### config.mk
export PLATFORM = sky130hd
export DESIGN_NAME = cycle_sequencer
export DESIGN_NICKNAME = d
export VERILOG_FILES = /design/src/rtl/cycle_sequencer.sv
export SDC_FILE = /design/constraint.sdc
export NUM_CORES = 1
export LEC_CHECK = 0
export CAP_MARGIN = 0
export CORE_MARGIN = 2
export CORE_UTILIZATION = 47
export DETAILED_ROUTE_END_ITERATION = 10
export PLACE_DENSITY_LB_ADDON = 0.25
export SYNTH_ARGS = -nofsm -noshare
export SYNTH_HDL_FRONTEND = slang
export SYNTH_SLANG_ARGS = --single-unit
export TNS_END_PERCENT = 50
### constraint.sdc
create_clock -name clk -period 2 [get_ports clk]
set_input_delay 0.2 -clock clk [delete_from_list [all_inputs] [get_ports clk]]
set_output_delay 0.2 -clock clk [all_outputs]
set_load 0.005 [all_outputs]
### src/rtl/cycle_sequencer.sv
`default_nettype none
// ============================================================================
//  Module      : cycle_sequencer
//  Description : Major-cycle sequencer. Walks each instruction through fetch,
//                optional autoindex / indirect and three execute cycles as
//                ck/stb phase pairs, with run/step control and interrupt
//                pseudo-instruction insertion at instruction boundaries.
//  Revision    : 1.0 - initial release
// ============================================================================
module cycle_sequencer (
  input  logic       clk,
  input  logic       reset_n,
  input  logic       start,
  input  logic       stop,
  input  logic       step,
  input  logic       instIsIND,
  input  logic       instIsPPIND,
  input  logic       irqReq,
  input  logic       irqEn,
  output logic       ckFetch,
  output logic       stbFetch,
  output logic       ckAuto1,
  output logic       stbAuto1,
  output logic       ckAuto2,
  output logic       stbAuto2,
  output logic       ckInd,
  output logic       stbInd,
  output logic       ckExec1,
  output logic       stbExec1,
  output logic       ckExec2,
  output logic       stbExec2,
  output logic       ckExec3,
  output logic       stbExec3,
  output logic       irqOverride,
  output logic       irqAck,
  output logic       running,
  output logic [3:0] cycleState
);

  typedef enum logic [3:0] {
    IDLE  = 4'd0,
    F_CK  = 4'd1,
    F_ST  = 4'd2,
    A1_CK = 4'd3,
    A1_ST = 4'd4,
    A2_CK = 4'd5,
    A2_ST = 4'd6,
    I_CK  = 4'd7,
    I_ST  = 4'd8,
    E1_CK = 4'd9,
    E1_ST = 4'd10,
    E2_CK = 4'd11,
    E2_ST = 4'd12,
    E3_CK = 4'd13,
    E3_ST = 4'd14
  } state_t;

  state_t state;
  state_t state_next;
  logic   running_next;
  logic   override_next;
  logic   ack_next;
  logic   pp_eff;
  logic   ind_eff;
  logic   run_on;

  // Next-state decode; the interrupt pseudo-instruction masks the decode
  // flags so it always takes the direct path.
  always_comb begin
    state_next    = state;
    running_next  = running & ~stop;
    override_next = irqOverride;
    ack_next      = 1'b0;
    pp_eff        = instIsPPIND & ~irqOverride;
    ind_eff       = instIsIND & ~irqOverride;
    run_on        = running & ~stop;
    case (state)
      IDLE: begin
        if (start) begin
          if (!stop) begin
            state_next   = F_CK;
            running_next = 1'b1;
          end
        end else if (step) begin
          state_next = F_CK;
        end
      end
      F_CK:  state_next = F_ST;
      F_ST: begin
        if (pp_eff)       state_next = A1_CK;
        else if (ind_eff) state_next = I_CK;
        else              state_next = E1_CK;
      end
      A1_CK: state_next = A1_ST;
      A1_ST: state_next = A2_CK;
      A2_CK: state_next = A2_ST;
      A2_ST: state_next = I_CK;
      I_CK:  state_next = I_ST;
      I_ST:  state_next = E1_CK;
      E1_CK: state_next = E1_ST;
      E1_ST: state_next = E2_CK;
      E2_CK: state_next = E2_ST;
      E2_ST: state_next = E3_CK;
      E3_CK: state_next = E3_ST;
      E3_ST: begin
        // Instruction boundary: the only point where run and irq are honoured.
        override_next = 1'b0;
        if (run_on) begin
          state_next = F_CK;
          if (irqReq && irqEn) begin
            override_next = 1'b1;
            ack_next      = 1'b1;
          end
        end else begin
          state_next = IDLE;
        end
      end
      default: state_next = IDLE;
    endcase
  end

  // State register with every output registered from the next state.
  always_ff @(posedge clk or negedge reset_n) begin
    if (!reset_n) begin
      state       <= IDLE;
      running     <= 1'b0;
      irqOverride <= 1'b0;
      irqAck      <= 1'b0;
      cycleState  <= 4'd0;
      ckFetch     <= 1'b0;
      stbFetch    <= 1'b0;
      ckAuto1     <= 1'b0;
      stbAuto1    <= 1'b0;
      ckAuto2     <= 1'b0;
      stbAuto2    <= 1'b0;
      ckInd       <= 1'b0;
      stbInd      <= 1'b0;
      ckExec1     <= 1'b0;
      stbExec1    <= 1'b0;
      ckExec2     <= 1'b0;
      stbExec2    <= 1'b0;
      ckExec3     <= 1'b0;
      stbExec3    <= 1'b0;
    end else begin
      state       <= state_next;
      running     <= running_next;
      irqOverride <= override_next;
      irqAck      <= ack_next;
      cycleState  <= state_next;
      ckFetch     <= (state_next == F_CK);
      stbFetch    <= (state_next == F_ST);
      ckAuto1     <= (state_next == A1_CK);
      stbAuto1    <= (state_next == A1_ST);
      ckAuto2     <= (state_next == A2_CK);
      stbAuto2    <= (state_next == A2_ST);
      ckInd       <= (state_next == I_CK);
      stbInd      <= (state_next == I_ST);
      ckExec1     <= (state_next == E1_CK);
      stbExec1    <= (state_next == E1_ST);
      ckExec2     <= (state_next == E2_CK);
      stbExec2    <= (state_next == E2_ST);
      ckExec3     <= (state_next == E3_CK);
      stbExec3    <= (state_next == E3_ST);
    end
  end

endmodule
`default_nettype wire

==> run_1/m3.png <==
(8 px per um)
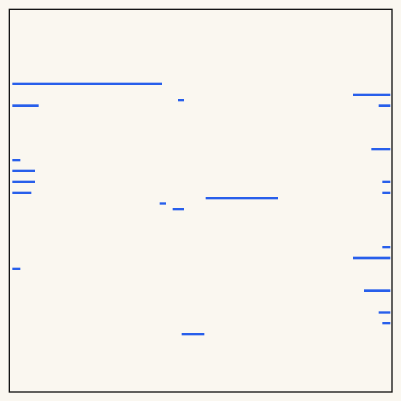
wire length on this layer: 61.6 um
longest straight run: 18.4 um
share of all routed wire: 3.8%
main direction: horizontal
nets with wire on the layer: 19

==> run_1/layers.png <==
(8 px per um) Two of the layers only.
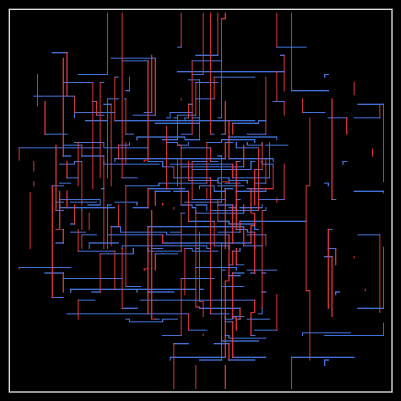
[M1] blue | wire length: 717 um
[M2] red | wire length: 795 um

==> run_1/class_map.png <==
(6 px per um)
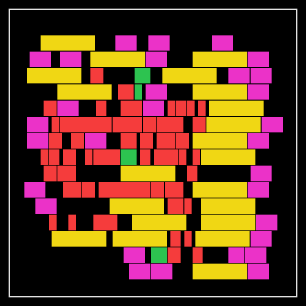
[clock drivers and dummy loads] green | cells: 4
[remaining logic cells] red | cells: 47
[registers] yellow | cells: 21
[remaining buffers and delay cells] magenta | cells: 30

==> results.tsv, run 1 <==
stage	metric	value	unit
timing	final worst path period need	1.71	ns
worst_setup_path	r2r endpoint	ckExec1$_DFF_PN0_	
final_layout	# diodes	0	
final_layout	Logic area	334	sq um
floorplanning	core area	1760	sq um
synthesis	Yosys warnings	0	
routing	DRT antenna net count	0	
final_layout	NonClk Buf Share	24.4	%
place	DP Cell Count	123	
synthesis	post-synthesis cell count	72	
worst_setup_path	cells on worst reg2reg path	4	
final_layout	ratio of cells with drive above 1 in the final layout	13.7	%
pwr	Sw Pwr	0.554	mW
synthesis	Commonest flop	dfrtp_1	
final_layout	bufs w/o clock	30	
cts	# H-tree levels	1	
worst_setup_path	critical path peak fanout	13	
final_layout	Fillers	152	
final_layout	post-route design area	1220	sq um
worst_setup_path	startpoint types	flop	
timing	Clock Skews	0.00417	ns
floorplanning	Die Area	2270	sq um
floorplanning	# Taps	25	
global_route	largest net degree at the start of global routing	22	
final_layout	Area growth syn-to-layout	36.0	%
final_layout	Final nets	112	
timing	fmax	585	MHz
worst_setup_path	Critical Path Start	state[1]$_DFF_PN0_	
floorplanning	die height	47.7	um
worst_setup_path	R2R setup slack	0.47	ns
outcome	outcome	finished, final reports clean	
synthesis	Cell Type Count	30	
place	DP HPWL	1220	um
synthesis	Area leader share	58.7	%
pwr	part of the power in the clock network	12.6	%
timing	worst slew pin tran	0.427	ns
hold_path	Hold WC Path Type	primary input to async pin	
global_route	first-pass GRT wire length	2630	um
timing	endpoints failing setup	0	
timing	max-slew violation count	0	
routing	WL final	1620	um
worst_setup_path	CP delay by family, top	flip-flops	
timing	final hold vios	0	
final_layout	Biggest register	state	
pwr	Pwr Total	1.56	mW
final_layout	registers	21	
routing	First-pass DRT Iterations	4	
place	# port buffers	29	
global_route	vias in the first global route	625	
routing	DR vias	665	
cts	Resize count post-CTS	0	
synthesis	dominant cell type by area after synthesis	dfrtp_1	
worst_setup_path	reg2reg start	state[1]$_DFF_PN0_	
worst_setup_path	WS Path Type	flop to output pin	
place	routability cong.	0.747	
final_layout	Biggest Area Class	sequential cells	
pwr	Comb power	0.673	mW
cts	Reg clk slew, reported paths	0.11	ns
place	dpl ws	0.382	ns
==> run 1: per-layer routing <==
layer | track usage [%] | vias to the layer above | part of all wire, %
met4 | 10.8 | 0 | 2.7
met5 | 0 | - | 0
li1 | - | 317 | -
met3 | 3.40 | 5 | 3.8
met1 | 20.9 | 321 | 44
met2 | 27.8 | 22 | 49
==> run 1: kinds of logic after synthesis <==
family	after synthesis	synth area share (%)
buffers and inverters	5	4.05
and+or+nand+nor	34	27.1
DFF	21	58.7
muxes	1	1.26
AOI/OAI and AO/OA	11	8.94
==> run 1: layout by cell type (no fill, tap or decap), types with 2 or more instances in the layout <==
cell type         n
a31oi_1           2
nor4b_4           2
clkdlybuf4s50_1  29
nor2b_1           2
nand2b_1          5
clkbuf_4          3
nor3_1            4
dfrtp_1          21
nand2_1           2
nor2_1            9
a21oi_1           2
--- run 2 (diff from run 1) ---
--- a/config.mk
+++ b/config.mk
@@ -7,9 +7,10 @@
 export LEC_CHECK = 0
 export CAP_MARGIN = 0
 export CORE_MARGIN = 2
-export CORE_UTILIZATION = 47
+export CORE_UTILIZATION = 44
 export DETAILED_ROUTE_END_ITERATION = 10
 export PLACE_DENSITY_LB_ADDON = 0.25
+export SLEW_MARGIN = 5
 export SYNTH_ARGS = -nofsm -noshare
 export SYNTH_HDL_FRONTEND = slang
 export SYNTH_SLANG_ARGS = --single-unit
==> constraint.sdc (replaced) <==
create_clock -name clk -period 1.7 [get_ports clk]
set_input_delay 0.17 -clock clk [delete_from_list [all_inputs] [get_ports clk]]
set_output_delay 0.17 -clock clk [all_outputs]
set_load 0.005 [all_outputs]
==> run_2/layers.png <==
(8 px per um) Two of the layers only.
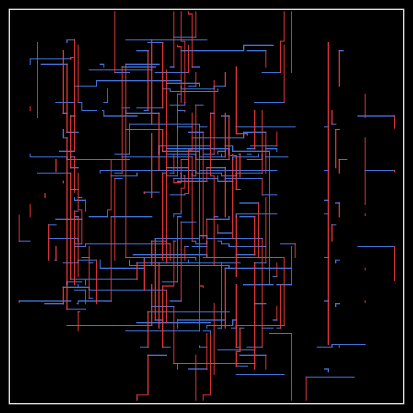
[M2] red | wire length: 902 um
[M1] blue | wire length: 680 um

==> run 2 against run 1 <==
Synthesized area is the same. Wire length grew 4.8%. Via count fell by 3.0%. Die size up 6.2%. Highest routed layer unchanged.
==> results.tsv, run 2 <==
stage	metric	value	unit	change
outcome	outcome	finished, final reports clean		
final_layout	most instantiated logic cell after routing	clkdlybuf4s50_1		
timing	endpoints failing setup	0		unchanged
global_route	largest net degree at the start of global routing	22		unchanged
synthesis	Yosys warnings	0		unchanged
final_layout	post-route design area	1220	sq um	+0.41%
timing	fmax	606	MHz	
cts	# H-tree levels	1		unchanged
worst_setup_path	CP delay by family, top	flip-flops		
place	# port buffers	29		unchanged
synthesis	Area leader share	58.7	%	unchanged
worst_setup_path	Critical Path Start	state[3]$_DFF_PN0_		
worst_setup_path	startpoint types	flop		
timing	final worst path period need	1.65	ns	
timing	final hold vios	0		unchanged
place	routability cong.	0.753		+0.72%
timing	final setup TNS	0	ns	
routing	DR top layer	met4		
routing	DRT antenna net count	0		unchanged
floorplanning	Die Area	2410	sq um	+6.2%
worst_setup_path	cells on worst reg2reg path	4		unchanged
synthesis	dominant cell type by area after synthesis	dfrtp_1		
final_layout	Final nets	112		unchanged
place	DP Cell Count	125		+1.6%
global_route	global-route met1 utilization	18.6	%	-2.3 points
timing	max-slew violation count	0		unchanged
hold_path	Hold WC Path Type	primary input to async pin		
routing	First-pass DRT Iterations	3		-1
worst_setup_path	WS Path Type	flop to output pin		
pwr	Sw Pwr	0.669	mW	+21%
final_layout	# diodes	0		unchanged
timing	Clock Skews	0.00731	ns	+0.00313 ns
place	DP HPWL	1210	um	-0.35%
routing	WL final	1700	um	+4.8%
cts	Reg clk slew, reported paths	0.11	ns	about the same
global_route	met3 GRT Util	3.07	%	-0.33 points
worst_setup_path	R2R setup slack	0.18	ns	-0.29 ns
floorplanning	die height	49.1	um	+3.1%
global_route	first-pass GRT wire length	2820	um	+7.4%
pwr	part of the power in the clock network	12.9	%	+0.3 points
final_layout	most numerous logic cells after layout	29 x clkdlybuf4s50_1, 19 x dfrtp_1, 9 x nor2_1, 5 x nand2b_1, 4 x nor3_1		
floorplanning	core area	1940	sq um	+10%
worst_setup_path	r2r endpoint	ckExec1$_DFF_PN0_		
synthesis	Commonest flop	dfrtp_1		
routing	met3 routed WL	84	um	+38%
worst_setup_path	reg2reg start	state[0]$_DFF_PN0_		
global_route	met2 Use GR	26.6	%	-1.3 points
final_layout	Biggest register	state		
synthesis	Cell Type Count	30		unchanged
pwr	Comb power	0.797	mW	+18%
pwr	Pwr Total	1.86	mW	+19%
timing	worst slew pin tran	0.389	ns	-0.0378 ns
==> run 2: cell counts in the layout (fill, tap and decap cells not counted) <==
No cell type changed its count.
==> run 2: timing repair <==
item | in CTS | in global routing
gates resized | 1 | 1
setup buffers | 0 | 0
endpoints found under the setup margin | 1 | 1
pin swaps | 0 | 0
==> run 2: cells by family (layout without fill, tap and decap cells) <==
group	Yosys count	count (layout)	share of synthesized area, %
AND-OR/OR-AND	11	11	8.94
buffers and inverters	5	35	4.05
flip-flops	21	21	58.7
multiplexers	1	1	1.26
AND/OR/NAND/NOR	34	34	27.1
==> run 2: cell type report <==
type                    instances  area (sq um)
inverters                       1          3.75
repair buffers                 30           298
clock buffers                   4          26.3
multi-input cells              46           334
well taps                      27          33.8
flip-flops and latches         21           528
fillers                       168           718
--- run 3 (diff from run 2) ---
--- a/config.mk
+++ b/config.mk
@@ -10,7 +10,7 @@
 export CORE_UTILIZATION = 44
 export DETAILED_ROUTE_END_ITERATION = 10
 export PLACE_DENSITY_LB_ADDON = 0.25
-export SLEW_MARGIN = 5
+export SLEW_MARGIN = 20
 export SYNTH_ARGS = -nofsm -noshare
 export SYNTH_HDL_FRONTEND = slang
 export SYNTH_SLANG_ARGS = --single-unit
==> run_3/m3.png <==
(8 px per um)
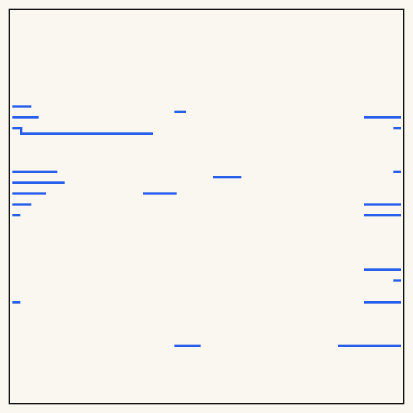
DR vias: 645
WL final: 1700 um
met3 GRT Util: 3.07%

==> run 3 against run 2 <==
Synthesized area stayed put. Utilization unchanged. Via count unchanged. Sequential share of layout area did not move. Register-to-register slack barely moved. Final area did not move. Largest cell class unchanged. Highest routed layer unchanged.
==> results.tsv, run 3 <==
stage	metric	value	unit	change
global_route	gr ovfl total	0		
synthesis	Area leader share	58.7	%	unchanged
floorplanning	core area	1940	sq um	unchanged
synthesis	Dominant combinational family	simple AND/OR/NAND/NOR gates		
routing	First-pass DRT Iterations	3		unchanged
final_layout	combinational share of cell area	27.3	%	unchanged
floorplanning	Die Area	2410	sq um	unchanged
pwr	Comb power	0.797	mW	about the same
timing	final hold vios	0		unchanged
final_layout	Biggest Area Class	sequential cells		
final_layout	Final nets	112		unchanged
worst_setup_path	startpoint types	flop		
worst_setup_path	reg2reg start	state[0]$_DFF_PN0_		
synthesis	fa+ha+maj area frac	0	%	unchanged
final_layout	invs w/o clock	1		unchanged
final_layout	Seq area share	43.1	%	unchanged
floorplanning	die height	49.1	um	unchanged
global_route	total track usage	15.5	%	
timing	final setup TNS	0	ns	unchanged
final_layout	Comb gates	46		unchanged
timing	worst slew pin tran	0.389	ns	unchanged
final_layout	Biggest register	state		
worst_setup_path	r2r endpoint	ckExec1$_DFF_PN0_		
worst_setup_path	R2R setup slack	0.18	ns	about the same
worst_setup_path	cells on worst reg2reg path	4		unchanged
timing	fmax	606	MHz	unchanged
synthesis	dominant cell type by area after synthesis	dfrtp_1		
final_layout	ratio of cells with drive above 1 in the final layout	15.7	%	
place	DP HPWL	1210	um	unchanged
cts	Reg clk slew, reported paths	0.11	ns	about the same
final_layout	Logic area	334	sq um	unchanged
place	DP Cell Count	125		unchanged
final_layout	Clock Buffer Count	4		unchanged
timing	max-slew violation count	0		unchanged
timing	final worst path period need	1.65	ns	unchanged
final_layout	# diodes	0		unchanged
global_route	first-pass GRT wire length	2820	um	unchanged
floorplanning	# Taps	27		unchanged
synthesis	Yosys warnings	0		unchanged
cts	CTS tree	built		
pwr	Sw Pwr	0.669	mW	unchanged
final_layout	Reg area	528	sq um	unchanged
worst_setup_path	CP bufs+invs	1		
timing	endpoints failing setup	0		unchanged
timing	final worst-path cycle share	97.0	%	
final_layout	registers	21		unchanged
worst_setup_path	Critical Path Start	state[3]$_DFF_PN0_		
synthesis	XOR/XNOR Area Share	0	%	unchanged
final_layout	bufs w/o clock	30		unchanged
pwr	Switching Share	36.0	%	
final_layout	Finished Layout Cells	129		
routing	DRT antenna net count	0		unchanged
synthesis	Commonest flop	dfrtp_1		
job	# Max-Cap Violations	0		
timing	Clock Skews	0.00731	ns	unchanged
place	# port buffers	29		unchanged
final_layout	most instantiated logic cell after routing	clkdlybuf4s50_1		
pwr	part of the power in the clock network	12.9	%	about the same
synthesis	AO/OA Area Share	8.94	%	unchanged
outcome	outcome	finished, final reports clean		
pwr	Pwr Total	1.86	mW	unchanged
synthesis	simple share	27.1	%	unchanged
place	routability cong.	0.753		unchanged
worst_setup_path	CP delay by family, top	flip-flops		
floorplanning	Die W	49.1	um	
cts	# H-tree levels	1		unchanged
cts	CTS Buf Count	3		
hold_path	Hold WC Path Type	primary input to async pin		
final_layout	Final clock-cell share	2.15	%	unchanged
final_layout	NonClk Buf Share	24.3	%	unchanged
run 3: cell counts in the layout (fill, tap and decap cells not counted):
Identical to the previous run, type by type.
run 3: what timing repair did:
action | CTS | global route
resized | 1 | 1
setup endpoints to repair | 1 | 1
pin swaps | 0 | 0
setup buffers | 0 | 0
run 3: cells by family after synthesis:
kind of cell / Yosys count
simple gates: 34
mux: 1
compound gates: 11
flops: 21
buf+inv: 5
run 3: per-layer routing:
layer	wire [um]	vias to the layer above	GRT usage, %	share of wire [%]
met5	0	-	0	0
met4	29	0	7.14	1.7
met3	84	3	3.07	5.0
met2	901	23	26.6	53
met1	680	306	18.6	40
li1	-	313	-	-
Power is estimated from default activity; no workload was simulated.
